==> config.mk <==
export PLATFORM = sky130hd
export DESIGN_NAME = mac_seq_unit
export DESIGN_NICKNAME = d
export VERILOG_FILES = /design/src/rtl/mac_seq_unit.sv
export SDC_FILE = /design/constraint.sdc
export NUM_CORES = 1
export LEC_CHECK = 0
export CAP_MARGIN = 20
export CELL_PAD_IN_SITES_DETAIL_PLACEMENT = 1
export CELL_PAD_IN_SITES_GLOBAL_PLACEMENT = 1
export CORE_MARGIN = 4
export CORE_UTILIZATION = 47
export CTS_CLUSTER_SIZE = 30
export DETAILED_ROUTE_END_ITERATION = 8
export GPL_TIMING_DRIVEN = 0
export PLACE_DENSITY = 0.83
export SLEW_MARGIN = 10
export SYNTH_ARGS = -nofsm -noshare
export SYNTH_HDL_FRONTEND = slang
export SYNTH_SLANG_ARGS = --single-unit
==> constraint.sdc <==
create_clock -name clk -period 3.1 [get_ports clk]
set_input_delay 0.465 -clock clk [delete_from_list [all_inputs] [get_ports clk]]
set_output_delay 0.465 -clock clk [all_outputs]
set_load 0.01 [all_outputs]
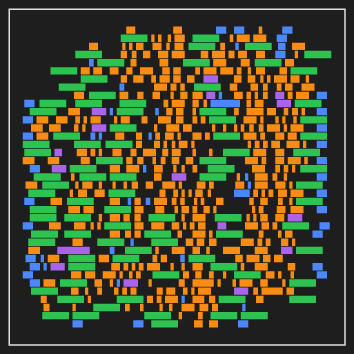
**Above:** run 1 (cell classes on the final placement).
Drawn at 3 px/micron.
legend:
  other buffers and delay cells:
    colour: blue
    cells: 55
  clock drivers and dummy loads:
    colour: purple
    cells: 16
  flops:
    colour: green
    cells: 87
  all other logic:
    colour: orange
    cells: 381
utilization of the core after routing: 55.4%
final non-filler cell area: 5750 sq um
total number of placement rows: 37
placeable core area: 10400 sq um

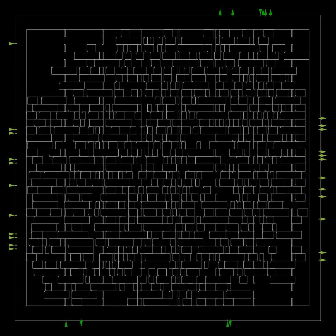
**Above:** run 1 (cell outlines without signal wires).
number of filler instances in the final layout: 1165
final standard cell count with taps included and fillers excluded: 675
number of tap cells added at floorplan: 136
fraction of area in registers: 37.9%

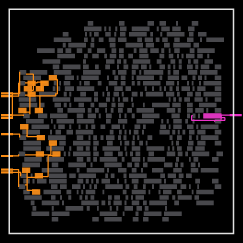
**Above:** run 1 (I/O nets highlighted).
Drawn at 2 px/micron.
legend:
  `ovf`:
    colour: magenta
    bits: 1
    direction: output
    end_cells: 1
    buffers: 1
    wire: 30.8 microns
  `din`:
    colour: orange
    bits: 8
    direction: input
    end_cells: 16
    buffers: 8
    wire: 235 microns
number of top-level pins: 33
I/O Buffers: 31

==> run_summary.xml, run 1 <==
<?xml version="1.0" encoding="UTF-8"?>
<metrics>
  <group name="worst_setup_path">
    <metric name="cp_slowest_stage_delay" unit="ps">450</metric>
    <metric name="critPathLaunchType" unit="">flop</metric>
    <metric name="startpoint_to_endpoint_class_of_the_critical_path" unit="">flop to flop</metric>
    <metric name="cp.required" unit="ps">3340</metric>
  </group>
  <group name="logic_synthesis">
    <metric name="asyncSetResetFlopFracSynth" unit="%">100</metric>
    <metric name="seq_area_frac_synth" unit="%">43.3</metric>
    <metric name="yosysMostFrequentCell" unit="">dfrtp_1</metric>
    <metric name="synth_cells" unit="">491</metric>
    <metric name="synth-cells-yosys" unit="">491</metric>
    <metric name="ys_warn_count" unit="">0</metric>
    <metric name="average_cell_area_after_synthesis" unit="sq um">10.2</metric>
  </group>
  <group name="final_timing">
    <metric name="rsz0062_at_grt" unit="">false</metric>
    <metric name="worst_hold_slack" unit="ps">32.0</metric>
    <metric name="fmax" unit="MHz">341</metric>
    <metric name="post-route-min-period" unit="ps">2930</metric>
    <metric name="worst_slew_margin_rel" unit="%">51.6</metric>
  </group>
  <group name="final_layout">
    <metric name="area.sequential" unit="sq um">2180</metric>
    <metric name="comb_area" unit="sq um">2660</metric>
  </group>
  <group name="route">
    <metric name="detailedRoute.firstIterationViolations" unit="">192</metric>
    <metric name="ant_nets" unit="">0</metric>
    <metric name="drtPass1Iterations" unit="">5</metric>
    <metric name="via_per_inst" unit="">5.82</metric>
  </group>
  <group name="floorplan">
    <metric name="fp_util" unit="%">48.5</metric>
    <metric name="die_h" unit="microns">111</metric>
  </group>
  <group name="cts">
    <metric name="clkLatencyLatePin" unit="ps">390</metric>
    <metric name="h-tree-depth" unit="">3</metric>
  </group>
  <group name="status">
    <metric name="status" unit="">finished, final reports clean</metric>
  </group>
  <group name="pwr">
    <metric name="power_density" unit="nW/um^2">371</metric>
  </group>
  <group name="global_route">
    <metric name="grt_overflow_total" unit="">0</metric>
    <metric name="grt_usage" unit="%">21.5</metric>
  </group>
  <group name="place">
    <metric name="placed_area" unit="sq um">5530</metric>
  </group>
</metrics>
-- run 1: worst max-delay path, delay by kind of cell (launching register included) --
kind | cells | cell delay (ps)
AND-OR/OR-AND | 4 | 1000
adder cells (fa/ha/maj) | 2 | 690
buffers and inverters | 1 | 210
flip-flops | 1 | 450
AND/OR/NAND/NOR | 2 | 420
-- run 1: repair_timing --
item / 4_1_cts / 5_1_grt
buffers inserted: 0 / 0
resized: 0 / 4
endpoints found under the setup margin: 0 / 5
-- run 1: layer usage --
metal | vias up | global-route usage (%) | share of wire, %
li1 | 1892 | - | -
met1 | 1959 | 26.1 | 43
met2 | 64 | 38.4 | 52
met3 | 12 | 4.40 | 3.7
met4 | 0 | 6.41 | 1.4
met5 | - | 0 | 0
-- run 1: power breakdown --
group / switching (mW) / leakage (nW) / internal, mW
sequential: 0.0174 / 1.18 / 1.16
combinational: 0.0489 / 1.42 / 0.0441
clock: 0.455 / 0.106 / 0.408
total: 0.522 / 2.70 / 1.61
-- run 1: cells by family after synthesis --
kind of cell / Yosys count / share of synthesized area, %
buffers and inverters: 46 / 3.78
adders and majority gates: 36 / 9.26
and+or+nand+nor: 133 / 13.1
muxes: 20 / 4.38
AOI/OAI and AO/OA: 146 / 22.1
xor gates and xnor gates: 23 / 4.01
DFF: 87 / 43.3
-- run 1: layout by cell type, fill, tap and decap left out, types with 3 or more instances in the layout --
cell type        netlist  final
nor3_1                 6      6
buf_2                  4      4
a22o_1                13     13
a211oi_1              12     12
dfrtp_1               87     87
o31ai_1                3      3
ha_1                  34     34
xor2_1                10     10
clkdlybuf4s50_1        0     30
xnor2_1               13     13
nand2_1               35     35
a31o_2                 3      3
nor2b_1                4      4
nor2_1                41     41
nand3_1                9      9
inv_6                  0      3
or3_1                  3      3
clkbuf_8               0     10
a211oi_2              11     11
o21a_1                 3      3
mux2_2                16     16
a21oi_1               23     23
mux2i_1                4      4
nand4_1                3      3
a311oi_1               3      3
clkbuf_1              16     15
a221o_1                3      3
a222oi_1              11     11
o211ai_1               3      3
a21o_1                14     14
and2_1                18     18
nand2b_1               3      3
o21bai_1               3      3
inv_1                 23     23
o21ai_0               22     22
-- run 1: cell type report --
type / count / area share (%)
buffer: 23 / 1.83
sequential: 87 / 37.9
clock buffer: 10 / 2.39
inverter: 23 / 1.50
clock inverter: 6 / 1.31
tap: 136 / 2.96
multi-input combinational: 358 / 46.3
timing repair buffer: 32 / 5.83
-- run 1: per-stage QoR --
step           util (%)  setup slack [ps]
6_report           55.4               169
5_1_grt            55.4              1.10
4_1_cts            55.4              66.3
3_5_place_dp       53.3              96.5
3_3_place_gp       53.1             -1510
2_1_floorplan         -               569
**Run 1: cell density map**

Drawn at 3 px/micron. 11 x 11 tiles, from dark blue (low) to red (high), 0 to 100% covered.
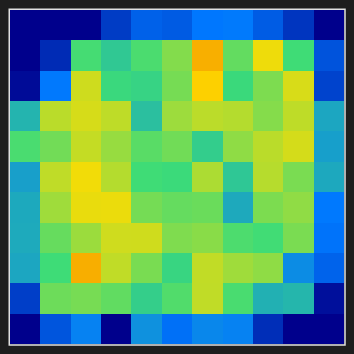

==> run 2, diff against run 1 <==
CTS_BUF_LIST = sky130_fd_sc_hd__clkbuf_16   (was default)
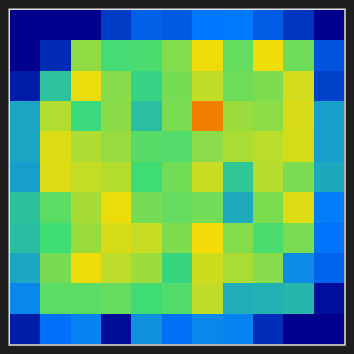
**Above:** run 2 (cell density map).
Drawn at 3 px/micron. 11 x 11 tiles, from dark blue (low) to red (high), 0 to 100% covered.
nearly empty tiles: 5.8%
fullest tile: 86%
tiles over 75% full: 0.80%
mean over tiles: 46%
utilization of the core after routing: 56.3%
fp_density: 48.5%

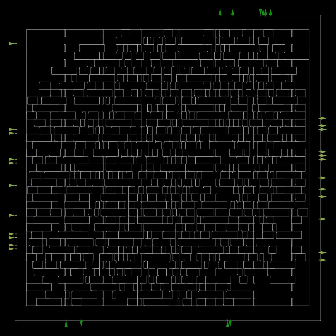
**Above:** run 2 (cell outlines without signal wires).
fraction of area in registers: 37.3%
number of filler instances in the final layout: 1154
flip-flops: 87

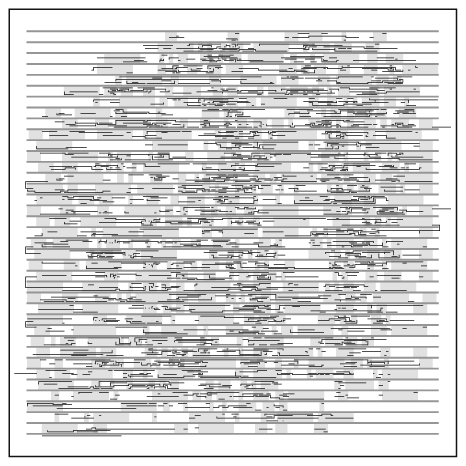
**Above:** run 2 (signal wires on met1).
Drawn at 4 px/micron. Supply wires on this layer in grey.
share of all routed wire: 44%
wire length on this layer: 5640 microns
number of vias after detailed routing: 3953
overall routed net length: 12800 microns
met1 global-route usage: 27.0%

==> run 2 against run 1 <==
  * Combinational power down 0.5%
  * Cell count stayed put
  * Routed wire length is 1.8% higher
  * Critical path depth stayed put
  * Synthesized cell count stayed put
  * Non-clock buffer count unchanged
  * Critical path type unchanged
==> run_summary.xml, run 2 <==
<?xml version="1.0" encoding="UTF-8"?>
<metrics>
  <group name="status">
    <metric name="status" unit="">finished, final reports clean</metric>
  </group>
  <group name="final_layout">
    <metric name="lay_top_count" unit="">dfrtp_1</metric>
    <metric name="final-instance-count-excl-fill" unit="">675</metric>
  </group>
  <group name="logic_synthesis">
    <metric name="synth-cells-yosys" unit="">491</metric>
    <metric name="seq_area_frac_synth" unit="%">43.3</metric>
    <metric name="aoi_oai_family_share_of_the_synthesized_area" unit="%">22.1</metric>
    <metric name="yosys.area_share.simple" unit="%">13.1</metric>
    <metric name="average_cell_area_after_synthesis" unit="sq um">10.2</metric>
    <metric name="ys_top_logic_family" unit="">AND-OR/OR-AND gates</metric>
    <metric name="yosysMostFrequentCell" unit="">dfrtp_1</metric>
    <metric name="ys_warn_count" unit="">0</metric>
    <metric name="synthXorXnorAreaFrac" unit="%">4.01</metric>
  </group>
  <group name="route">
    <metric name="drtPass1Iterations" unit="">4</metric>
    <metric name="via_per_inst" unit="">5.86</metric>
    <metric name="ant_nets" unit="">0</metric>
  </group>
  <group name="global_route">
    <metric name="grt_overflow_total" unit="">0</metric>
    <metric name="grt_usage" unit="%">21.8</metric>
  </group>
  <group name="cts">
    <metric name="clkLatencyLatePin" unit="ps">360</metric>
  </group>
  <group name="final_timing">
    <metric name="worst_slew_margin_rel" unit="%">48.3</metric>
    <metric name="rsz0062_at_grt" unit="">false</metric>
    <metric name="final.setup.worst_slack" unit="ps">172</metric>
    <metric name="worst_hold_slack" unit="ps">69.7</metric>
    <metric name="post-route-min-period" unit="ps">2930</metric>
  </group>
  <group name="floorplan">
    <metric name="die_h" unit="microns">111</metric>
    <metric name="top_level_ports" unit="">33</metric>
    <metric name="floorplan.core_area" unit="sq um">10400</metric>
  </group>
  <group name="pwr">
    <metric name="power_density" unit="nW/um^2">411</metric>
  </group>
  <group name="worst_setup_path">
    <metric name="critical_path.n_buffers_inverters" unit="">1</metric>
    <metric name="critPathLaunchType" unit="">flop</metric>
    <metric name="worst-path-stages" unit="">9</metric>
    <metric name="path_delay_family" unit="">AND-OR/OR-AND gates</metric>
  </group>
</metrics>
[run 2: cell families (layout without fill, tap and decap cells)]
| group | count (synthesis) | count (layout) |
|---|---|---|
| AND-OR/OR-AND | 146 | 146 |
| flip-flops | 87 | 87 |
| adder cells (fa/ha/maj) | 36 | 36 |
| buffers and inverters | 46 | 94 |
| multiplexers | 20 | 20 |
| XOR/XNOR | 23 | 23 |
| AND/OR/NAND/NOR | 133 | 133 |
[run 2: repair_timing]
item,CTS,global route
resized,0,4
setup buffers,0,0
endpoints found under the setup margin,0,5
[run 2: layout make-up]
| class | instances | area (sq um) |
|---|---|---|
| repair buffers | 32 | 335 |
| flip-flops and latches | 87 | 2180 |
| multi-input cells | 358 | 2660 |
| fillers | 1154 | 4530 |
| well taps | 136 | 170 |
| plain buffers | 23 | 105 |
| inverters | 23 | 86.3 |
| clock inverters | 7 | 78.8 |
| clock buffers | 9 | 225 |
[run 2: routing by layer]
layer | share of wire, % | up-vias | global-route usage (%)
li1 | - | 1898 | -
met1 | 44 | 1978 | 27.0
met2 | 51 | 62 | 38.0
met3 | 3.0 | 15 | 5.38
met4 | 1.9 | 0 | 5.84
met5 | 0 | - | 0
[run 2: power breakdown]
group	leakage (nW)	internal, mW	switching [mW]
sequential	1.18	1.16	0.0173
clock	0.146	0.636	0.493
combinational	1.42	0.0441	0.0484
total	2.74	1.84	0.559
[run 2: stage by stage]
stage	cell area [sq um]	TNS, ps
floorplan	5030	0
global placement	5510	-131060
detailed placement	5530	0
CTS	5840	0
global route	5840	0
finish	5840	0
No activity file was given, so power comes from the tool's default toggle rates.
